### src/rtl/uart_rx_fifo.sv
// 8N1 UART receiver with a two-flop line synchroniser and a small
// first-word-fall-through FIFO drained by a valid/ready handshake.
module uart_rx_fifo #(
    parameter int DIVISOR    = 52,
    parameter int DEPTH_LOG2 = 2
) (
    input  logic                  clk,
    input  logic                  reset,
    input  logic                  serial_rx,
    output logic [7:0]            rx_data,
    output logic                  rx_valid,
    input  logic                  rx_ready,
    output logic [DEPTH_LOG2:0]   rx_count,
    output logic                  overrun,
    output logic                  framing_error
);

    localparam int DEPTH = 1 << DEPTH_LOG2;
    localparam int CW    = $clog2(DIVISOR);

    localparam logic [CW-1:0] FULL_BIT = CW'(DIVISOR - 1);
    localparam logic [CW-1:0] HALF_BIT = CW'(DIVISOR / 2 - 1);
    localparam logic [DEPTH_LOG2:0] FULL = {1'b1, {DEPTH_LOG2{1'b0}}};

    typedef enum logic [2:0] {
        S_IDLE,
        S_START,
        S_DATA,
        S_STOP,
        S_WAIT_IDLE
    } state_t;

    logic                  r_rx_meta;
    logic                  r_rx_s;
    state_t                r_state;
    logic [CW-1:0]         r_cnt;
    logic [2:0]            r_bit_idx;
    logic [7:0]            r_shift;
    logic                  r_push;
    logic                  r_fe;

    logic [7:0]            r_mem [DEPTH];
    logic [DEPTH_LOG2-1:0] r_wr_ptr;
    logic [DEPTH_LOG2-1:0] r_rd_ptr;
    logic [DEPTH_LOG2:0]   r_count;
    logic                  r_ovr;

    logic w_cnt_zero;
    logic w_pop;
    logic w_full;
    logic w_push;

    assign w_cnt_zero = (r_cnt == '0);

    always_ff @(posedge clk) begin
        if (reset) begin
            r_rx_meta <= 1'b1;
            r_rx_s    <= 1'b1;
        end else begin
            r_rx_meta <= serial_rx;
            r_rx_s    <= r_rx_meta;
        end
    end

    always_ff @(posedge clk) begin
        if (reset) begin
            r_state   <= S_IDLE;
            r_cnt     <= FULL_BIT;
            r_bit_idx <= 3'd0;
            r_shift   <= 8'd0;
            r_push    <= 1'b0;
            r_fe      <= 1'b0;
        end else begin
            r_push <= 1'b0;
            r_fe   <= 1'b0;
            unique case (r_state)
                S_IDLE: begin
                    // Half-bit load puts every later sample at mid-bit.
                    if (!r_rx_s) begin
                        r_state <= S_START;
                        r_cnt   <= HALF_BIT;
                    end
                end
                S_START: begin
                    if (!w_cnt_zero) begin
                        r_cnt <= r_cnt - 1'b1;
                    end else if (r_rx_s) begin
                        r_state <= S_IDLE;
                        r_cnt   <= FULL_BIT;
                    end else begin
                        r_state   <= S_DATA;
                        r_bit_idx <= 3'd0;
                        r_cnt     <= FULL_BIT;
                    end
                end
                S_DATA: begin
                    if (!w_cnt_zero) begin
                        r_cnt <= r_cnt - 1'b1;
                    end else begin
                        r_shift   <= {r_rx_s, r_shift[7:1]};
                        r_bit_idx <= r_bit_idx + 1'b1;
                        r_cnt     <= FULL_BIT;
                        if (r_bit_idx == 3'd7) begin
                            r_state <= S_STOP;
                        end
                    end
                end
                S_STOP: begin
                    if (!w_cnt_zero) begin
                        r_cnt <= r_cnt - 1'b1;
                    end else begin
                        r_cnt <= FULL_BIT;
                        if (r_rx_s) begin
                            r_push  <= 1'b1;
                            r_state <= S_IDLE;
                        end else begin
                            r_fe    <= 1'b1;
                            r_state <= S_WAIT_IDLE;
                        end
                    end
                end
                S_WAIT_IDLE: begin
                    if (r_rx_s) begin
                        r_state <= S_IDLE;
                        r_cnt   <= FULL_BIT;
                    end
                end
                default: begin
                    r_state <= S_IDLE;
                    r_cnt   <= FULL_BIT;
                end
            endcase
        end
    end

    assign w_pop  = rx_valid & rx_ready;
    assign w_full = (r_count == FULL);
    assign w_push = r_push & (~w_full | w_pop);

    always_ff @(posedge clk) begin
        if (!reset && w_push) begin
            r_mem[r_wr_ptr] <= r_shift;
        end
    end

    always_ff @(posedge clk) begin
        if (reset) begin
            r_wr_ptr <= '0;
            r_rd_ptr <= '0;
            r_count  <= '0;
            r_ovr    <= 1'b0;
        end else begin
            r_ovr <= r_push & ~w_push;
            if (w_push) begin
                r_wr_ptr <= r_wr_ptr + 1'b1;
            end
            if (w_pop) begin
                r_rd_ptr <= r_rd_ptr + 1'b1;
            end
            if (w_push && !w_pop) begin
                r_count <= r_count + 1'b1;
            end else if (!w_push && w_pop) begin
                r_count <= r_count - 1'b1;
            end
        end
    end

    assign rx_valid      = (r_count != '0);
    assign rx_data       = r_mem[r_rd_ptr];
    assign rx_count      = r_count;
    assign overrun       = r_ovr;
    assign framing_error = r_fe;

endmodule

### config.mk
export PLATFORM = sky130hd
export DESIGN_NAME = uart_rx_fifo
export DESIGN_NICKNAME = d
export VERILOG_FILES = /design/src/rtl/uart_rx_fifo.sv
export SDC_FILE = /design/constraint.sdc
export NUM_CORES = 1
export LEC_CHECK = 0
export CAP_MARGIN = 10
export CELL_PAD_IN_SITES_DETAIL_PLACEMENT = 2
export CELL_PAD_IN_SITES_GLOBAL_PLACEMENT = 2
export CORE_MARGIN = 2
export CORE_UTILIZATION = 33
export DETAILED_ROUTE_END_ITERATION = 16
export GPL_TIMING_DRIVEN = 0
export PLACE_DENSITY = 0.74
export SYNTH_ARGS = -nofsm -noshare
export SYNTH_HDL_FRONTEND = slang
export SYNTH_SLANG_ARGS = --single-unit
### constraint.sdc
create_clock -name clk -period 3.3 [get_ports clk]
set_input_delay 0.33 -clock clk [delete_from_list [all_inputs] [get_ports clk]]
set_output_delay 0.33 -clock clk [all_outputs]
set_load 0.01 [all_outputs]
### Met1 routing

The bar under the picture is 20 um long. Supply wires on this layer in grey.
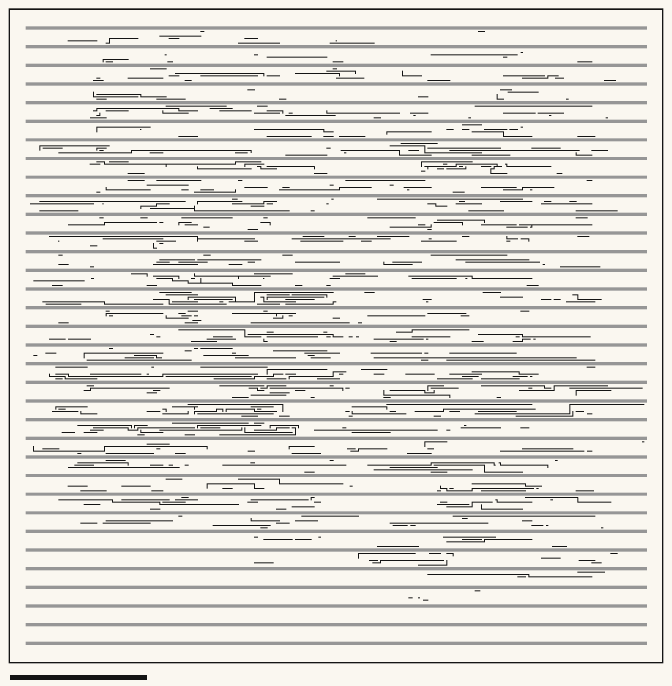
longest straight run: 29.4 um
nets with wire on the layer: 230
share of all routed wire: 46%
wire length on this layer: 2710 um

### Signal wires on met2

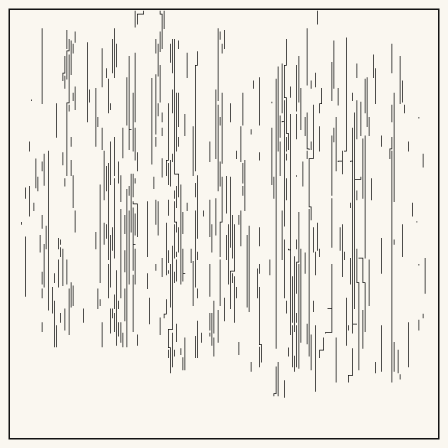
longest straight run: 59.8 um
nets with wire on the layer: 233
wire length on this layer: 2940 um
GR Layer Usage met2: 0.251
Post-Route WL: 5900 um

### Met3 routing

The bar under the picture is 20 um long.
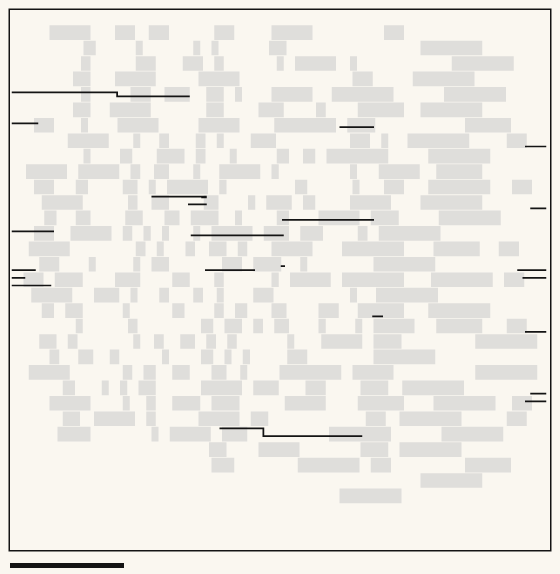
nets with wire on the layer: 14
main direction: horizontal
GRT met3 Usage: 0.0419
via total after detailed routing: 1749

==> impl_metrics.json <==
{
  "path_buffers": 2,
  "pre_cts_ws_ps": 635,
  "top_area_frac": 0.351,
  "die_w_um": 95.1,
  "grt_start_max_net_pins": 13,
  "max_freq_ghz": 0.431,
  "core_area_mm2": 0.00813,
  "simple_gate_area_frac": 0.126,
  "mux_share": 0.106,
  "wl_met3_um": 167,
  "seqCellArea_mm2": 0.00164,
  "edf_count": 32,
  "stdcell_area_mm2": 0.00324,
  "globalRouteOverflowTotal": 0,
  "largest_reg_flops": 32,
  "tritoncts": "built",
  "aoi_share": 0.0589,
  "fin_crit_ps": 2320,
  "ys_ff": 66,
  "post_cts_buffers": 0,
  "synth_nets": 227,
  "gp_congestion": 0.758,
  "post_route_cells_drive_above_1_share": 0.146,
  "drtIter0Drc": 69,
  "timing.critical_path.cells": "buf_2 > mux4_2 > clkdlybuf4s50_1",
  "comb_area_mm2": 0.00101,
  "crit_arrival_ps": 1990,
  "fin_total_pwr_mw": 1.68,
  "clock_path_buffers": 2,
  "ys_sh_xor": 0.0288,
  "timing.final.crit_share": 0.703,
  "ys_types": 42,
  "root_buffer": "clkbuf_8",
  "placedInstanceArea_mm2": 0.00304,
  "critical_path_peak_fanout": 8,
  "top_cell": "dfxtp_1",
  "synthArstFlopShare": 0,
  "initial_core_util": 0.337,
  "synth_area_mm2": 0.00274,
  "htreeDepth": 3,
  "power_density_mw_per_mm2": 519,
  "yosysSeqAreaShare": 0.599,
  "p_leak_nw": 1.25,
  "route.layer.met1.wl_um": 2710,
  "finalHoldViolCount": 0,
  "holdBufCountCts": 0,
  "top_layer_used": "met4",
  "worst_pin_slew_ps": 551,
  "n_antenna_cell": 0,
  "synthTopCellsByArea": "edfxtp_1 35%, dfxtp_1 25%, mux4_2 6.6%, ha_1 4.1%, nor2_1 3.8%",
  "place_inst": 335,
  "fillCellCount": 837,
  "worstSetupEndpointType": "output pin",
  "drc": 0,
  "numCtsBuffers": 9,
  "max-cap-violations": 0,
  "dp_hpwl_um": 3970,
  "vdd_drop_max_mv": 0.170,
  "ff_type": "dfxtp_1",
  "firstDrtPassIters": 4,
  "critPathSlowestCell": "mux4_2",
  "rows": 33,
  "grt_use_met1": 0.180,
  "wl_met2_um": 2940,
  "setup_viol": 0,
  "die_y_um": 95.1,
  "common_cells": "34 x dfxtp_1, 32 x edfxtp_1, 28 x nor2_1",
  "routed_via_density": 4.98,
  "avgRoutedWirePerCell_um": 16.8,
  "rsz0062_at_grt": "no",
  "maxSlewHeadroom": 0.633,
  "fin_nets": 255,
  "warnings": 30,
  "synthCells": 213,
  "top_usage_layer": "met2",
  "chip_area_mm2": 0.00904,
  "max_stage_delay_ps": 560,
  "grt_pass1_wl_um": 9960,
  "final_antenna_net_count": 0,
  "setup_ws_ps": 981,
  "ys_chip_area_mm2": 0.00274,
  "antenna_found_initial": 0,
  "ys_cells": 213,
  "crit_type": "reg -> out",
  "outcome": "finished, final reports clean",
  "critPathLaunchType": "register",
  "fin_worst_skew_ps": 5.72,
  "top_logic_kind": "simple AND/OR/NAND/NOR gates",
  "yosysWarnings": 0,
  "final.setup.tns_ps": 0
}
### Clock routing

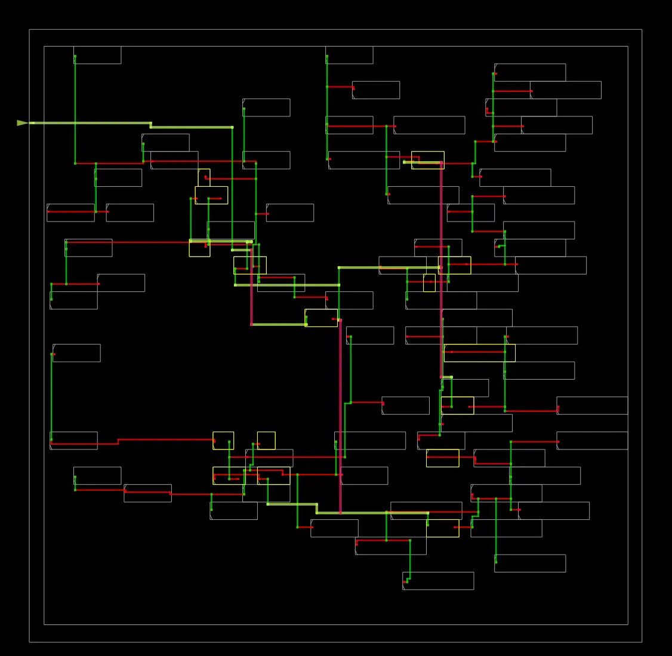
latest clock arrival within the worst-skew pair: 350 ps
CTS Sinks: 66
Flop Count: 66
Power Clock: 0.697 mW

### Gate families picked out

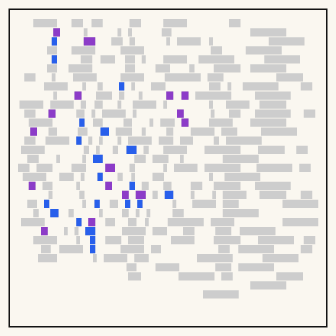
legend:
  AND and OR gates:
    colour: purple
    cells: 16
    most_used: and2_1
  inverting AOI/OAI gates:
    colour: blue
    cells: 20
    most_used: a21oi_1
Layout Cells excl Fill: 351
Comb/total area: 0.311

where the power goes:
| part | switching [mW] | internal [mW] | total [mW] |
|---|---|---|---|
| Sequential | 0.0149 | 0.863 | 0.878 |
| Combinational | 0.0540 | 0.0536 | 0.108 |
| Clock | 0.327 | 0.371 | 0.697 |
| Total | 0.396 | 1.29 | 1.68 |
layout by cell type (no fill, tap or decap), types with 2 or more instances in the layout:
master	Yosys	layout
nor2_1	28	28
a21oi_1	8	8
nand3_1	4	4
a21o_1	2	2
or3_1	4	4
nor3_1	6	6
clkbuf_8	1	11
clkdlybuf4s50_1	0	17
ha_1	9	9
mux2i_1	10	10
o21ai_0	6	6
a211oi_1	2	2
or2_2	2	2
nand4_1	2	2
xor2_1	5	5
and3_1	2	2
mux4_2	8	8
nand2_1	6	6
a22o_1	2	2
edfxtp_1	32	32
inv_1	7	7
and2_1	5	5
dfxtp_1	34	34
xnor2_1	4	4
nor3b_1	2	2
clkbuf_1	3	3
clkinv_2	0	2
buf_2	3	3
area by class of cell:
| type | instances | area share |
|---|---|---|
| clock inverter | 6 | 0.0201 |
| tap | 105 | 0.0405 |
| buffer | 10 | 0.0193 |
| sequential | 66 | 0.506 |
| clock buffer | 10 | 0.0424 |
| timing repair buffer | 17 | 0.0525 |
| multi-input combinational | 130 | 0.311 |
| inverter | 7 | 0.00810 |
path summary, 6_finish.rpt:
path / from / end / slack (ps) / depth (start not counted)
worst max-delay path: register / rx_data[4] / 980 / 3
worst min-delay path: r_rx_meta$_SDFF_PP1_ / r_rx_s$_SDFF_PP1_ / 410 / 1
worst max register to register: rx_count[0]$_SDFFE_PP0P_ / rx_count[2]$_SDFFE_PP0P_ / 1010 / 9
worst min register to register: r_rx_meta$_SDFF_PP1_ / r_rx_s$_SDFF_PP1_ / 410 / 1
Power and IR drop assume default switching activity.
